==> images/clock_wires.png <==
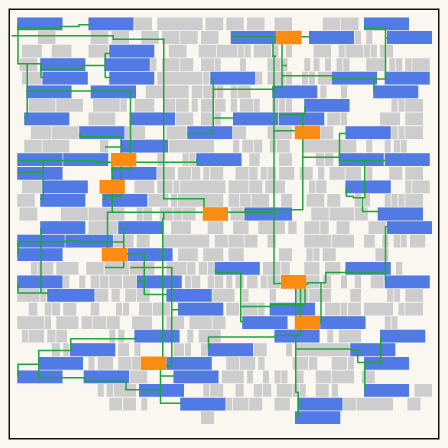
==> images/layers.png <==
Only two layers are drawn.
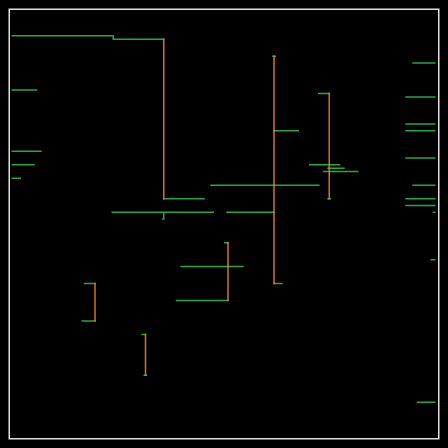
==> images/pinout.png <==
Pins as bars across the die edge, other pins in grey.
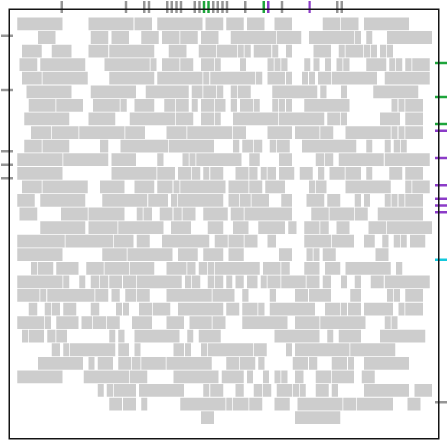
<file path="src/rtl/uart_alu_host_if.sv">
// uart_alu_host_if: request, result and serial-line bundle of uart_alu_host
interface uart_alu_host_if #(
  parameter int N_BITS = 8,
  parameter int OP_BITS = 6
);
  logic req_valid, req_ready, tx, rx, res_valid, err, busy;
  logic [N_BITS-1:0] data_a, data_b, res_data;
  logic [OP_BITS-1:0] op;
  modport master (output req_valid, data_a, data_b, op, rx, input req_ready, tx, res_valid, res_data, err, busy);
  modport slave (input req_valid, data_a, data_b, op, rx, output req_ready, tx, res_valid, res_data, err, busy);
endinterface

</file>
<file path="src/rtl/uart_alu_host.sv">
// uart_alu_host: sends A, B, op as 8N1 frames and receives one result frame; UART_HOST_TIMEOUT_EN adds a response timeout
module uart_alu_host #(
  parameter int N_BITS = 8,
  parameter int OP_BITS = 6,
  parameter int F_CLOCK = 50_000_000,
  parameter int BAUDRATE = 9600,
  parameter int SAMPLING = 16,
  parameter int TIMEOUT_BITS = 64
) (
  input logic clk,
  input logic rst_n,
  uart_alu_host_if.slave bus
);
  localparam int DIV = (F_CLOCK + BAUDRATE * SAMPLING / 2) / (BAUDRATE * SAMPLING);
  localparam int DW = $clog2(DIV + 1);
  localparam int SW = $clog2(SAMPLING);
  localparam int BW = $clog2(N_BITS + 2);
  localparam logic [2:0] IDLE = 3'd0, SEND_A = 3'd1, SEND_B = 3'd2, SEND_OP = 3'd3, WAIT_RES = 3'd4;
  logic [2:0] state;
  logic [DW-1:0] div_cnt;
  logic [SW-1:0] tx_tick, rx_tick;
  logic [BW-1:0] tx_bit, rx_bit;
  logic [N_BITS-1:0] a_q, b_q, op_q, cur, rx_sh;
  logic [N_BITS+1:0] frame;
  logic tick, accept, sending, timeout;
  logic rx_s1, rx_s2, rx_q, rx_act, rx_start, rx_done, rx_stop;
  assign tick = div_cnt == DW'(DIV - 1);
  assign accept = bus.req_valid & bus.req_ready;
  assign sending = state == SEND_A || state == SEND_B || state == SEND_OP;
  assign cur = state == SEND_A ? a_q : state == SEND_B ? b_q : op_q;
  assign frame = {1'b1, cur, 1'b0};
  assign bus.req_ready = state == IDLE && !bus.res_valid && !bus.err;
  assign bus.busy = ~bus.req_ready;
  assign rx_start = ~rx_act & rx_q & ~rx_s2;
  // Divider restarts on acceptance so the first TX bit is exactly one bit-time long
  always_ff @(posedge clk or negedge rst_n)
    if (!rst_n) div_cnt <= '0;
    else div_cnt <= (accept || tick) ? '0 : div_cnt + 1'b1;
  always_ff @(posedge clk or negedge rst_n)
    if (!rst_n) begin
      state <= IDLE;
      bus.tx <= 1'b1;
      tx_tick <= '0;
      tx_bit <= '0;
      a_q <= '0;
      b_q <= '0;
      op_q <= '0;
      bus.res_valid <= 1'b0;
      bus.res_data <= '0;
      bus.err <= 1'b0;
    end else begin
      bus.res_valid <= 1'b0;
      bus.err <= 1'b0;
      if (accept) begin
        state <= SEND_A;
        a_q <= bus.data_a;
        b_q <= bus.data_b;
        op_q <= N_BITS'(bus.op);
        bus.tx <= 1'b0;
        tx_tick <= '0;
        tx_bit <= '0;
      end else if (sending && tick) begin
        tx_tick <= tx_tick == SW'(SAMPLING - 1) ? '0 : tx_tick + 1'b1;
        if (tx_tick == SW'(SAMPLING - 1)) begin
          tx_bit <= tx_bit == BW'(N_BITS + 1) ? '0 : tx_bit + 1'b1;
          bus.tx <= tx_bit == BW'(N_BITS + 1) ? state == SEND_OP : frame[tx_bit + 1'b1];
          if (tx_bit == BW'(N_BITS + 1)) state <= state == SEND_OP ? WAIT_RES : state + 3'd1;
        end
      end else if (state == WAIT_RES && (rx_done || timeout)) begin
        state <= IDLE;
        bus.res_valid <= rx_done & rx_stop;
        bus.err <= ~(rx_done & rx_stop);
        if (rx_done && rx_stop) bus.res_data <= rx_sh;
      end
    end
  always_ff @(posedge clk or negedge rst_n)
    if (!rst_n) {rx_s1, rx_s2, rx_q} <= 3'b111;
    else {rx_s1, rx_s2, rx_q} <= {bus.rx, rx_s1, rx_s2};
  // Samples land mid-bit: tick SAMPLING/2-1 after the start edge, then every SAMPLING ticks
  always_ff @(posedge clk or negedge rst_n)
    if (!rst_n) begin
      rx_act <= 1'b0;
      rx_tick <= '0;
      rx_bit <= '0;
      rx_sh <= '0;
      rx_stop <= 1'b0;
      rx_done <= 1'b0;
    end else begin
      rx_done <= 1'b0;
      if (rx_start) begin
        rx_act <= 1'b1;
        rx_tick <= '0;
        rx_bit <= '0;
      end else if (rx_act && tick) begin
        rx_tick <= rx_tick == SW'(SAMPLING - 1) ? '0 : rx_tick + 1'b1;
        if (rx_tick == SW'(SAMPLING / 2 - 1)) begin
          rx_bit <= rx_bit + 1'b1;
          if (rx_bit == '0) rx_act <= ~rx_s2;
          else if (rx_bit == BW'(N_BITS + 1)) begin
            rx_act <= 1'b0;
            rx_done <= 1'b1;
            rx_stop <= rx_s2;
          end else rx_sh <= {rx_s2, rx_sh[N_BITS-1:1]};
        end
      end
    end
`ifdef UART_HOST_TIMEOUT_EN
  localparam int TW = $clog2(TIMEOUT_BITS * SAMPLING + 1);
  logic [TW-1:0] to_cnt;
  always_ff @(posedge clk or negedge rst_n)
    if (!rst_n) to_cnt <= '0;
    else to_cnt <= (state != WAIT_RES || rx_start) ? '0 : to_cnt + TW'(tick);
  assign timeout = tick && to_cnt == TW'(TIMEOUT_BITS * SAMPLING - 1);
`else
  assign timeout = 1'b0;
`endif
endmodule

</file>
<file path="src/flat_wrapper.sv">
// flat-port wrapper written by rule: the top's interface ports become plain ports
module uart_alu_host_flat 
#(
  parameter int N_BITS = 8,
  parameter int OP_BITS = 6,
  parameter int F_CLOCK = 50_000_000,
  parameter int BAUDRATE = 9600,
  parameter int SAMPLING = 16,
  parameter int TIMEOUT_BITS = 64
)
  (clk, rst_n, bus_req_valid, bus_data_a, bus_data_b, bus_op, bus_rx, bus_req_ready, bus_tx, bus_res_valid, bus_res_data, bus_err, bus_busy);
  uart_alu_host_if #(.N_BITS(N_BITS), .OP_BITS(OP_BITS)) bus_i ();
  input logic clk;
  input logic rst_n;
  input wire logic [$bits(bus_i.req_valid)-1:0] bus_req_valid;
  input wire logic [$bits(bus_i.data_a)-1:0] bus_data_a;
  input wire logic [$bits(bus_i.data_b)-1:0] bus_data_b;
  input wire logic [$bits(bus_i.op)-1:0] bus_op;
  input wire logic [$bits(bus_i.rx)-1:0] bus_rx;
  output wire logic [$bits(bus_i.req_ready)-1:0] bus_req_ready;
  output wire logic [$bits(bus_i.tx)-1:0] bus_tx;
  output wire logic [$bits(bus_i.res_valid)-1:0] bus_res_valid;
  output wire logic [$bits(bus_i.res_data)-1:0] bus_res_data;
  output wire logic [$bits(bus_i.err)-1:0] bus_err;
  output wire logic [$bits(bus_i.busy)-1:0] bus_busy;
  assign bus_i.req_valid = bus_req_valid;
  assign bus_i.data_a = bus_data_a;
  assign bus_i.data_b = bus_data_b;
  assign bus_i.op = bus_op;
  assign bus_i.rx = bus_rx;
  assign bus_req_ready = bus_i.req_ready;
  assign bus_tx = bus_i.tx;
  assign bus_res_valid = bus_i.res_valid;
  assign bus_res_data = bus_i.res_data;
  assign bus_err = bus_i.err;
  assign bus_busy = bus_i.busy;
  uart_alu_host #(.N_BITS(N_BITS), .OP_BITS(OP_BITS), .F_CLOCK(F_CLOCK), .BAUDRATE(BAUDRATE), .SAMPLING(SAMPLING), .TIMEOUT_BITS(TIMEOUT_BITS)) u_core (.clk(clk), .rst_n(rst_n), .bus(bus_i));
endmodule
</file>
<file path="config.mk">
export PLATFORM = sky130hd
export DESIGN_NAME = uart_alu_host_flat
export DESIGN_NICKNAME = d
export VERILOG_FILES = /design/src/rtl/uart_alu_host_if.sv /design/src/rtl/uart_alu_host.sv /design/src/flat_wrapper.sv
export SDC_FILE = /design/constraint.sdc
export NUM_CORES = 1
export LEC_CHECK = 0
export CAP_MARGIN = 20
export CORE_UTILIZATION = 51
export DETAILED_ROUTE_END_ITERATION = 12
export PLACE_DENSITY_LB_ADDON = 0.08
export SLEW_MARGIN = 40
export SYNTH_ARGS = -nofsm -noshare
export SYNTH_HDL_FRONTEND = slang
export SYNTH_SLANG_ARGS = --single-unit
</file>
<file path="constraint.sdc">
create_clock -name clk -period 2.2 [get_ports clk]
set_clock_uncertainty 0.15 [all_clocks]
set_input_delay 0.55 -clock clk [delete_from_list [all_inputs] [get_ports clk]]
set_output_delay 0.55 -clock clk [all_outputs]
set_load 0.03 [all_outputs]
</file>
==> run summary <==
impl run done, here's what came out: status finished with violations, failing checks negative setup slack, antenna fix cells 0, Netlist Area Pre-Place 0.00358 sq mm, hold path startpoint u_core.rx_s1$_DFF_PN1_, Synth async-reset ratio 100%, Area leader share 49.7%, 1st-pass router iterations 4, Syn Nets 394, postcts setup bufs 4, synth-to-layout area growth 36.8%, Worst Hold End u_core.rx_s2$_DFF_PN1_, CP peak stage delay 400 ps, worst setup path class flip-flop to flip-flop, WP depth 8, drc violations 0, R2R Path End u_core.state[2]$_DFFE_PN0P_, number of global-route vias before repair 2772, IO Port Bufs 38, Worst VDD drop 0.000425 V, initial antenna violation count 0, Syn Inst Count 354, total global routing track utilization 22.7%, die area 0.00735 sq mm, power per cell area 547 mW/mm^2, Cell Area, Placed 0.00438 sq mm, DR iter-0 viols 84, Biggest register u_core.div_cnt, global-route track usage on met2 38.1%, met3 WL 210 um, Worst setup startpoint u_core.state[1]$_DFFE_PN0P_, worst r2r src u_core.state[1]$_DFFE_PN0P_, Final WS setup -41.7 ps, Syn Area/Cell 10.1 sq um, main logic family after synthesis simple AND/OR/NAND/NOR gates, most common cell in the synthesized netlist nand2_1, r2r setup slk -40 ps, Synth Seq Share 52.6%, clock sinks 75, DR vias 2827, simple share 20.7%, Hold Path Class flip-flop to flip-flop, wl on met1 3580 um, final setup vio count 3, Mux area share 7.42%, Worst Setup EP u_core.state[2]$_DFFE_PN0P_
Back to the opening pictures, clock_wires.png:
Blue marks flip-flops, count 75. Orange marks clock-net drivers, count 9. Green marks clock wires, length 935 um.
There are 10 routed clock nets. Position of the flops: widely spread.

Back to the opening pictures, layers.png:
Orange marks M4, wire length 126 um. Green marks M3, wire length 210 um.

Back to the opening pictures, pinout.png:
Purple marks `bus_data_a`, pins 8, direction input, edge 6 east, 2 north. Cyan marks `bus_tx`, pins 1, direction output, edge east. Green marks `bus_op`, pins 6, direction input, edge 3 north, 3 east.
All pins by edge: 23 north, 11 east, 5 west.

[cells by family (layout without fill, tap and decap cells)]
group	Yosys count	in the layout
fa+ha+maj	14	14
buf+inv	22	117
compound gates	43	43
simple gates	163	163
mux	24	24
flops	75	75
xor+xnor	13	13
[final cells by class]
| type | count | area [sq um] |
|---|---|---|
| clock buffer | 12 | 155 |
| tap | 96 | 120 |
| inverter | 11 | 43.8 |
| clock inverter | 4 | 72.6 |
| multi-input combinational | 257 | 1800 |
| fill | 517 | 1900 |
| sequential | 75 | 1880 |
| timing repair buffer | 90 | 816 |
[where the power goes]
| group | total (uW) | switching, uW | internal [uW] |
|---|---|---|---|
| Clock | 1190 | 493 | 700 |
| Combinational | 90.9 | 40.9 | 50.0 |
| Sequential | 1390 | 5.26 | 1390 |
| Total | 2670 | 539 | 2140 |
Power figures rest on the tool's default switching activity, not on a simulated workload.
